Run 1, routing congestion map:
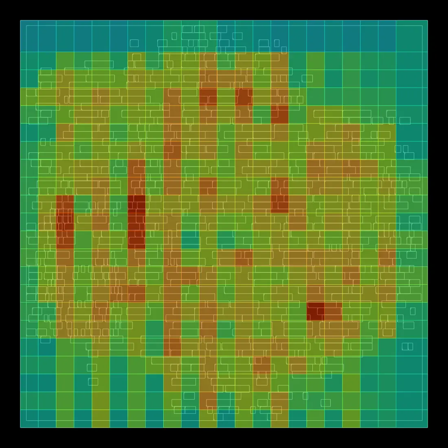
Run 1, selected gate families:
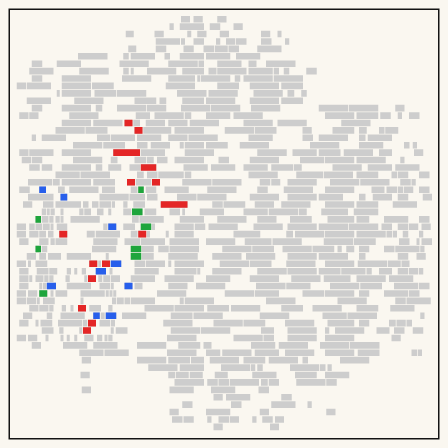
Run 1, local utilization:
The die is cut into 16 by 16 equal tiles; white is low, dark blue is high, 0 to 100% covered.
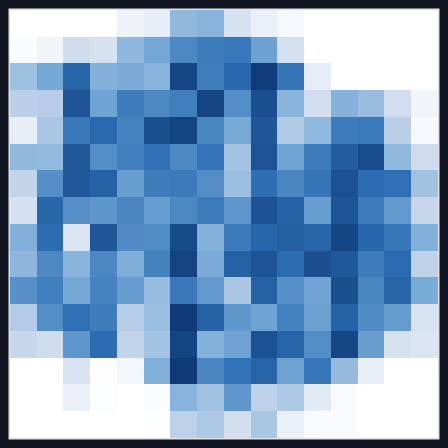
$ cat config.mk
export PLATFORM = sky130hd
export DESIGN_NAME = fib_sweep
export DESIGN_NICKNAME = d
export VERILOG_FILES = /design/src/rtl/fib_pkg.sv /design/src/rtl/fib_result_fifo.sv /design/src/rtl/fib_sweep.sv
export SDC_FILE = /design/constraint.sdc
export NUM_CORES = 1
export LEC_CHECK = 0
export CAP_MARGIN = 20
export CORE_MARGIN = 2
export CORE_UTILIZATION = 37
export CTS_CLUSTER_DIAMETER = 50
export DETAILED_ROUTE_END_ITERATION = 10
export GPL_ROUTABILITY_DRIVEN = 0
export SETUP_SLACK_MARGIN = 0.5
export SLEW_MARGIN = 10
export SYNTH_ARGS = -nofsm -noshare
export SYNTH_HDL_FRONTEND = slang
export SYNTH_HIERARCHICAL = 1
export SYNTH_SLANG_ARGS = --single-unit
$ cat constraint.sdc
create_clock -name clk -period 3.4 [get_ports clk]
set_input_delay 0.85 -clock clk [delete_from_list [all_inputs] [get_ports clk]]
set_output_delay 0.85 -clock clk [all_outputs]
set_load 0.01 [all_outputs]
$ cat src/rtl/fib_pkg.sv
// fib_pkg: shared types for the Fibonacci sweep block.
//   fib_state_e      - sweep controller states
//   fib_entry_t      - one result entry {n, result, overflow} at the default widths
//   fib_entry_width  - packed entry width for any INPUT_WIDTH/OUTPUT_WIDTH pair
// Entries are always packed in the field order of fib_entry_t, with n in the MSBs
// and overflow in the LSB.
package fib_pkg;

  localparam int FIB_INPUT_WIDTH  = 6;
  localparam int FIB_OUTPUT_WIDTH = 32;

  typedef enum logic [2:0] {
    IDLE,
    ISSUE,
    CLEAR,
    WAIT,
    PUSH,
    FINISH
  } fib_state_e;

  typedef struct packed {
    logic [FIB_INPUT_WIDTH-1:0]  n;
    logic [FIB_OUTPUT_WIDTH-1:0] result;
    logic                        overflow;
  } fib_entry_t;

  function automatic int fib_entry_width(input int iw, input int ow);
    return iw + ow + 1;
  endfunction

endpackage

$ cat src/rtl/fib_result_fifo.sv
// fib_result_fifo: synchronous FIFO holding sweep result entries.
//   clk, rst         - clock, asynchronous active-high reset (empties the FIFO)
//   push, wr_data    - write request and entry; accepted when not full, or when
//                      full and a pop happens in the same cycle
//   pop              - remove the head entry (ignored when empty)
//   rd_data          - head entry (meaningful only while empty=0)
//   full, empty      - occupancy flags
module fib_result_fifo #(
  parameter int DEPTH = 4,
  parameter int WIDTH = 39
) (
  input  logic             clk,
  input  logic             rst,
  input  logic             push,
  input  logic [WIDTH-1:0] wr_data,
  input  logic             pop,
  output logic [WIDTH-1:0] rd_data,
  output logic             full,
  output logic             empty
);

  localparam int AW = $clog2(DEPTH);

  // Pointers carry one extra wrap bit to tell full from empty.
  logic [AW:0]      wr_ptr_reg;
  logic [AW:0]      rd_ptr_reg;
  logic [WIDTH-1:0] mem [DEPTH];
  logic             do_push;
  logic             do_pop;

  assign empty   = (wr_ptr_reg == rd_ptr_reg);
  assign full    = (wr_ptr_reg[AW] != rd_ptr_reg[AW]) &&
                   (wr_ptr_reg[AW-1:0] == rd_ptr_reg[AW-1:0]);
  assign do_pop  = pop && !empty;
  // A full FIFO still takes a write when the head leaves in the same cycle.
  assign do_push = push && (!full || do_pop);
  assign rd_data = mem[rd_ptr_reg[AW-1:0]];

  always_ff @(posedge clk or posedge rst) begin
    if (rst) begin
      wr_ptr_reg <= '0;
      rd_ptr_reg <= '0;
    end else begin
      if (do_push) wr_ptr_reg <= wr_ptr_reg + 1'b1;
      if (do_pop)  rd_ptr_reg <= rd_ptr_reg + 1'b1;
    end
  end

  // Storage needs no reset: nothing reads it while the FIFO is empty.
  always_ff @(posedge clk) begin
    if (do_push) mem[wr_ptr_reg[AW-1:0]] <= wr_data;
  end

endmodule

$ cat src/rtl/fib_sweep.sv
// fib_sweep: drives an external Fibonacci core over the index range
// n_start..n_end and queues each {n, result, overflow} in an output FIFO.
//   clk, rst                  - clock, asynchronous active-high reset
//   go, n_start, n_end        - sweep request (accepted only in IDLE/FINISH)
//   core_go, core_n           - start pulse and index to the core
//   core_result, core_overflow, core_done - core response
//   out_valid, out_ready      - FIFO head handshake
//   out_n, out_result, out_overflow - FIFO head fields (0 while empty)
//   done                      - sweep finished (high while in FINISH)
//   sweep_overflow            - current/last sweep stopped on overflow
module fib_sweep
  import fib_pkg::*;
#(
  parameter int INPUT_WIDTH  = 6,
  parameter int OUTPUT_WIDTH = 32,
  parameter int FIFO_DEPTH   = 4
) (
  input  logic                    clk,
  input  logic                    rst,
  input  logic                    go,
  input  logic [INPUT_WIDTH-1:0]  n_start,
  input  logic [INPUT_WIDTH-1:0]  n_end,
  output logic                    core_go,
  output logic [INPUT_WIDTH-1:0]  core_n,
  input  logic [OUTPUT_WIDTH-1:0] core_result,
  input  logic                    core_overflow,
  input  logic                    core_done,
  output logic                    out_valid,
  input  logic                    out_ready,
  output logic [INPUT_WIDTH-1:0]  out_n,
  output logic [OUTPUT_WIDTH-1:0] out_result,
  output logic                    out_overflow,
  output logic                    done,
  output logic                    sweep_overflow
);

  localparam int ENTRY_W = fib_entry_width(INPUT_WIDTH, OUTPUT_WIDTH);

  fib_state_e              state_reg;
  fib_state_e              state_next;
  logic [INPUT_WIDTH-1:0]  idx_reg;
  logic [INPUT_WIDTH-1:0]  n_end_reg;
  logic [OUTPUT_WIDTH-1:0] cap_result_reg;
  logic                    cap_ovf_reg;
  logic                    sweep_ovf_reg;

  logic                    accept_go;
  logic                    fifo_push;
  logic                    fifo_pop;
  logic                    fifo_full;
  logic                    fifo_empty;
  logic                    can_push;
  logic [ENTRY_W-1:0]      wr_data;
  logic [ENTRY_W-1:0]      rd_data;

  assign fifo_pop = !fifo_empty && out_ready;
  assign can_push = !fifo_full || fifo_pop;
  assign wr_data  = {idx_reg, cap_result_reg, cap_ovf_reg};

  always_ff @(posedge clk or posedge rst) begin
    if (rst) state_reg <= IDLE;
    else     state_reg <= state_next;
  end

  always_comb begin
    state_next = state_reg;
    core_go    = 1'b0;
    fifo_push  = 1'b0;
    accept_go  = 1'b0;
    case (state_reg)
      IDLE, FINISH: begin
        if (go) begin
          accept_go  = 1'b1;
          state_next = (n_start > n_end) ? FINISH : ISSUE;
        end
      end
      ISSUE: begin
        core_go    = 1'b1;
        state_next = CLEAR;
      end
      CLEAR: begin
        // Let the previous result's done drop before looking for a new one.
        if (!core_done) state_next = WAIT;
      end
      WAIT: begin
        if (core_done) state_next = PUSH;
      end
      PUSH: begin
        if (can_push) begin
          fifo_push = 1'b1;
          // Last-index test uses idx before increment, so n_end at the top
          // of the index range terminates without wrapping.
          if (cap_ovf_reg || (idx_reg == n_end_reg)) state_next = FINISH;
          else                                      state_next = ISSUE;
        end
      end
      default: state_next = IDLE;
    endcase
  end

  always_ff @(posedge clk or posedge rst) begin
    if (rst) begin
      idx_reg        <= '0;
      n_end_reg      <= '0;
      cap_result_reg <= '0;
      cap_ovf_reg    <= 1'b0;
      sweep_ovf_reg  <= 1'b0;
    end else begin
      if (accept_go) begin
        idx_reg       <= n_start;
        n_end_reg     <= n_end;
        sweep_ovf_reg <= 1'b0;
      end
      if ((state_reg == WAIT) && core_done) begin
        cap_result_reg <= core_result;
        cap_ovf_reg    <= core_overflow;
      end
      if (fifo_push) begin
        if (cap_ovf_reg)                 sweep_ovf_reg <= 1'b1;
        else if (idx_reg != n_end_reg)   idx_reg       <= idx_reg + 1'b1;
      end
    end
  end

  fib_result_fifo #(
    .DEPTH (FIFO_DEPTH),
    .WIDTH (ENTRY_W)
  ) u_fifo (
    .clk     (clk),
    .rst     (rst),
    .push    (fifo_push),
    .wr_data (wr_data),
    .pop     (fifo_pop),
    .rd_data (rd_data),
    .full    (fifo_full),
    .empty   (fifo_empty)
  );

  // idx holds steady from ISSUE through capture, so it doubles as core_n.
  assign core_n         = idx_reg;
  assign done           = (state_reg == FINISH);
  assign sweep_overflow = sweep_ovf_reg;
  assign out_valid      = !fifo_empty;
  assign {out_n, out_result, out_overflow} = fifo_empty ? '0 : rd_data;

endmodule

==> run summary, run 1 <==
flow finished, numbers: outcome finished, final reports clean, slew margin rel. approximately half, initial antenna violation count 0, Clock power frac 23.9%, CLK BUF 32, Biggest consumer combinational cells, Core Rows around 56, drc violations 0, sequential fraction of the synthesis area a little over two thirds, Reg power frac 35.4%, adder-cell share of the synthesized area under 10%, Flop area 6070 um^2, placed cells about 890, share of layout cells above drive strength 1 about two fifths, logic area roughly 2600 um^2, Net Switching 3.57 mW, logic gate share of total power 40.6%, reg-to-reg setup timing slack about 0.48 ns, clock skew around 0.020 ns, inverters 17, Setup TNS 0 ns, worst hold path class reg2reg, fin crit share 90.1%, Async S/R FF share, synth 26.1%, Area growth syn-to-layout 36.0%, Seq group between 4 and 5 mW, Power Total 11.3 mW, vias per std cell roughly 4.9, Tapcells ~320, RSZ-0062 raised after global routing true, cell type with the largest total area edfxtp_1, Post-synth top cells edfxtp_1, dfrtp_1, nor2b_1, mux4_2, mux2_2, AO/OA Area Share 3.18%, PwrDens roughly 960 nW/um^2, Distinct cells, synth a little over 50, Syn Area/Cell between 15 and 20 um^2, Iteration-0 DRC Markers around 290, top cells, area edfxtp_1, dfrtp_1, mux4_2, clk pwr approximately 2.7 mW, Slew Limit Fails 0, CTS sink count 211, reg2reg end u_fifo/mem[3][11]
-- 'routing congestion map' (at the start) --
Util after Layout: 50.7%
met2 Track Usage GR: 27.0%
drt wl/cell: 19.2 um
met1 usage: 21.0%
GRT Overall Usage: 15.8%

-- 'selected gate families' (at the start) --
- green: AND and OR gates (cells 8)
- blue: AND-OR and OR-AND gates (cells 9)
- red: XOR/XNOR gates (cells 15; where west)
multi-input combinational area share: 22.2%
Non-Filler Instances: 987

-- 'local utilization' (at the start) --
- nearly empty tiles: 16%
- tiles over 75% full: 20%
- emptiest ninth of the die: north-east
- fullest tile: 96%
- mean over tiles: 46%
Starting Density: 37.3%
core region area: 23300 um^2

## run 1: routing by layer
metal / global-route usage, % / wire length (um) / share of wire, % / vias to the layer above
li1: - / - / - / 2195
met1: 21.0 / 8140 / 43 / 2483
met2: 27.0 / 9610 / 51 / 135
met3: 3.25 / 903 / 4.8 / 24
met4: 3.51 / 282 / 1.5 / 0
met5: 0 / 0 / 0 / -
## run 1: worst max-delay path, stage by stage (launching register included)
cell and delay (ns):
dfrtp_4 0.54, buf_12 0.16, xor2_4 0.18, nor3_4 0.19, buf_4 0.16, buf_8 0.13, nor2b_1 0.05, dlygate4sd2_1 0.28
## run 1: repair_timing
| item | CTS | global route |
|---|---|---|
| gates resized | 201 | 40 |
| setup endpoints to repair | 120 | 171 |
| buffers inserted | 21 | 16 |
| cloned | 7 | 0 |
| pin swaps | 1 | 2 |
==> run 2: changes to the inputs <==
--- a/config.mk
+++ b/config.mk
@@ -12,6 +12,7 @@
 export DETAILED_ROUTE_END_ITERATION = 10
 export GPL_ROUTABILITY_DRIVEN = 0
 export SETUP_SLACK_MARGIN = 0.5
+export SKIP_CTS_REPAIR_TIMING = 1
 export SLEW_MARGIN = 10
 export SYNTH_ARGS = -nofsm -noshare
 export SYNTH_HDL_FRONTEND = slang
Run 2, routing congestion map:
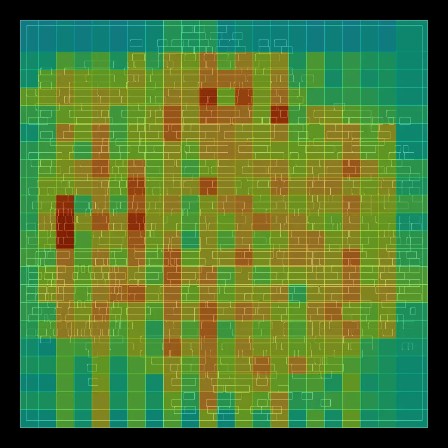
met2 Track Usage GR: 24.9%
GRT Overall Usage: 14.5%

Run 2, the metal 2 layer:
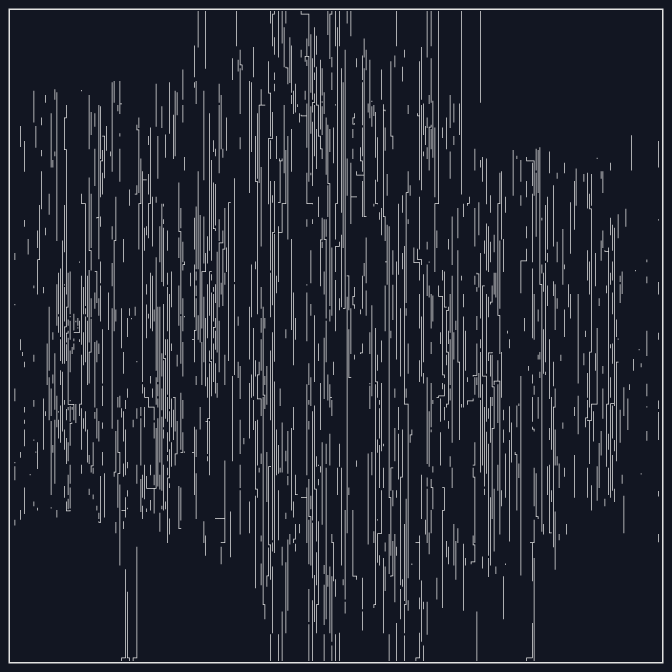
- share of all routed wire: 51%
- longest straight run: 65.3 um
- nets with wire on the layer: 645
- main direction: vertical
- wire length on this layer: 9660 um
via count: 4847
routed wire length: 19100 um

==> run summary, run 2 <==
flow finished, numbers: top sig layer met4, PwrDens 960 nW/um^2 (about the same), outcome finished, final reports clean, sequential fraction of the synthesis area 69.9% (unchanged), drc violations 0 (unchanged), WL met1 8220 um (+1.0%), cells along the critical path buf_6, clkbuf_16, buf_6, mux4_2, nor2b_1, buf_2, cell mode on critical path buf_6, Core Rows 56 (unchanged), slew margin rel. 51.2% (+0.12 points), Distinct cells, synth 51 (unchanged), Largest stage delay, worst path 0.56 ns (+0.02 ns), logic gate share of total power 41.6% (+1.0 points), Clock power frac 23.5% (-0.4 points), logic area 2660 um^2 (+1.8%), placed cells 893 (unchanged), Bufs and invs on worst path 4 (unchanged), Post-synth top cells edfxtp_1, dfrtp_1, nor2b_1, mux4_2, mux2_2, Async S/R FF share, synth 26.1% (unchanged), clock skew 0.0200 ns (-0.00000850 ns), Non-Filler Instances 1000 (+1.3%), adder-cell share of the synthesized area 1.73% (unchanged), GRT Max-Usage Layer met2, met2 wire length 9660 um (+0.50%), Starting Density 37.3% (unchanged), cell type with the largest total area edfxtp_1, Flop area 6070 um^2 (about the same), Biggest consumer combinational cells, core region area 23300 um^2 (unchanged), Area growth syn-to-layout 38.4%, Net Switching 3.63 mW (+1.7%), drt wl/cell 19.1 um (-0.35%), vias per std cell 4.85 (-1.1%), top cells, area edfxtp_1, dfrtp_1, mux4_2, fin crit share 90.4% (+0.28 points), Slowest-stage cell, CP dfrtp_4, worst hold path class reg2reg
run 2: metrics by stage:
step | total power, mW | util (%) | area, um^2 | setup slack, ns | setup TNS (ns)
floorplan | 5.92 | - | 8680 | 0.558 | 0
detailed placement | 7.61 | 43.8 | 10200 | 0.284 | 0
finish | 11.5 | 51.6 | 12000 | 0.327 | 0
CTS | 10.3 | 47.6 | 11100 | -0.150 | -3.70
global route | 12.1 | 51.6 | 12000 | 0.268 | 0
global placement | 7.48 | 43.8 | 10200 | 0.325 | 0
run 2: final cells by class:
cell class	count	area share, %
flip-flops and latches	211	50.6
multi-input cells	230	22.2
repair buffers	173	16.1
clock buffers	32	5.79
well taps	319	3.33
clock inverters	18	1.45
inverters	17	0.563
==> run 3: changes to the inputs <==
--- a/config.mk
+++ b/config.mk
@@ -8,10 +8,10 @@
 export CAP_MARGIN = 20
 export CORE_MARGIN = 2
 export CORE_UTILIZATION = 37
-export CTS_CLUSTER_DIAMETER = 50
+export CTS_CLUSTER_DIAMETER = 120
 export DETAILED_ROUTE_END_ITERATION = 10
 export GPL_ROUTABILITY_DRIVEN = 0
-export SETUP_SLACK_MARGIN = 0.5
+export SETUP_SLACK_MARGIN = 0.15
 export SKIP_CTS_REPAIR_TIMING = 1
 export SLEW_MARGIN = 10
 export SYNTH_ARGS = -nofsm -noshare
Run 3, routed metal, one color a layer:
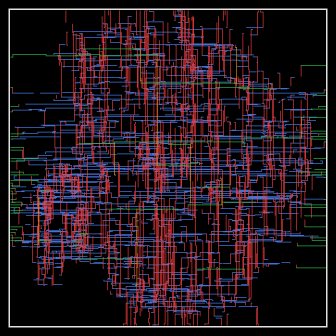
- green: met3 (wire length 826 um)
- red: met2 (wire length 9210 um)
- orange: met4 (wire length 217 um)
- blue: met1 (wire length 8150 um)

Run 3, the metal 2 layer:
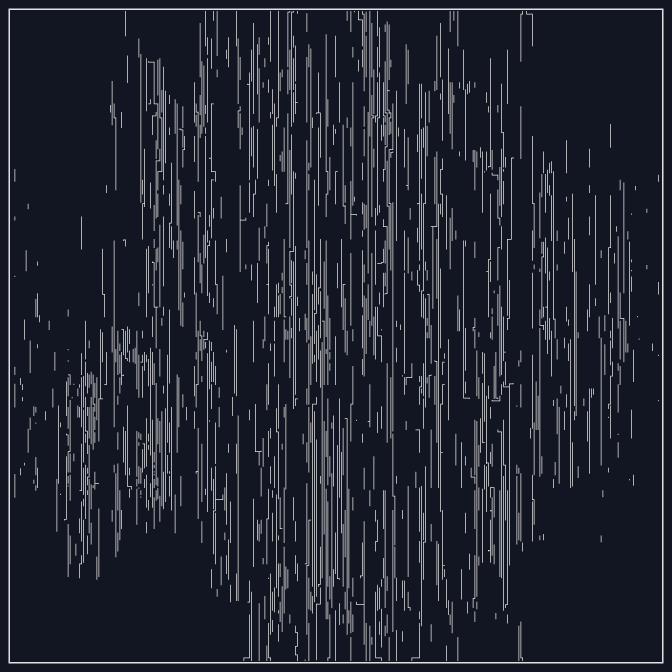
via count: 4654
met2 Track Usage GR: 24.2%
routed wire length: 18400 um

==> run summary, run 3 <==
flow finished, numbers: Slowest-stage cell, CP dfrtp_4, fin area 11200 um^2 (-6.4%), cells along the critical path buf_12, mux4_2, nor2b_1, clkdlybuf4s50_1, Bufs and invs on worst path 2 (-2), Tapcells 319 (unchanged), top sig layer met4, Setup TNS 0 ns (unchanged), DP Area 10200 um^2 (about the same), WL met1 8150 um (-0.84%), NonClk Buf Share 12.8% (-3.3 points), core region area 23300 um^2 (unchanged), Seq area share 54.0% (+3.4 points), cell type with the largest total area edfxtp_1, fin crit share 95.8% (+5.4 points), clock skew 0.0226 ns (+0.00259 ns), Final clock-cell share 7.08% (-0.16 points), Starting Density 37.3% (unchanged), Place WS 0.219 ns (-0.0656 ns), Non-Filler Instances 951 (-4.9%), vias per std cell 4.89 (+0.97%), logic area 2470 um^2 (-7.3%), Largest stage delay, worst path 0.54 ns (-0.02 ns), outcome finished, final reports clean, Flop area 6070 um^2 (about the same), PnR worst setup slack 0.142 ns (-0.185 ns), Util after Layout 48.3% (-3.3 points), slew margin rel. 67.3% (+16 points), Async S/R FF share, synth 26.1% (unchanged)
run 3: worst max path at each step:
stage,from,end,slack [ns]
finish,u_fifo/rd_ptr_reg[0],out_n[2],0.14
global route,u_fifo/rd_ptr_reg[0],out_n[2],0.07
CTS,u_fifo/rd_ptr_reg[0],out_n[2],-0.13
detailed placement,out_ready,u_fifo/mem[3][24],0.22
global placement,out_ready,u_fifo/mem[3][20],0.27
floorplan,u_fifo/rd_ptr_reg[0],u_fifo/mem[1][0],0.32
run 3: power by group:
part	switching [mW]	internal (mW)	leakage, nW
registers	0.561	3.46	2.06
clock network	0.962	1.63	0.387
logic	1.65	2.20	1.61
run 3: logic make-up after synthesis:
group	Yosys count
DFF	211
xor gates and xnor gates	15
muxes	78
and+or+nand+nor	90
AOI/OAI and AO/OA	35
adders and majority gates	12
buffers and inverters	39
No activity file was given, so power comes from the tool's default toggle rates.
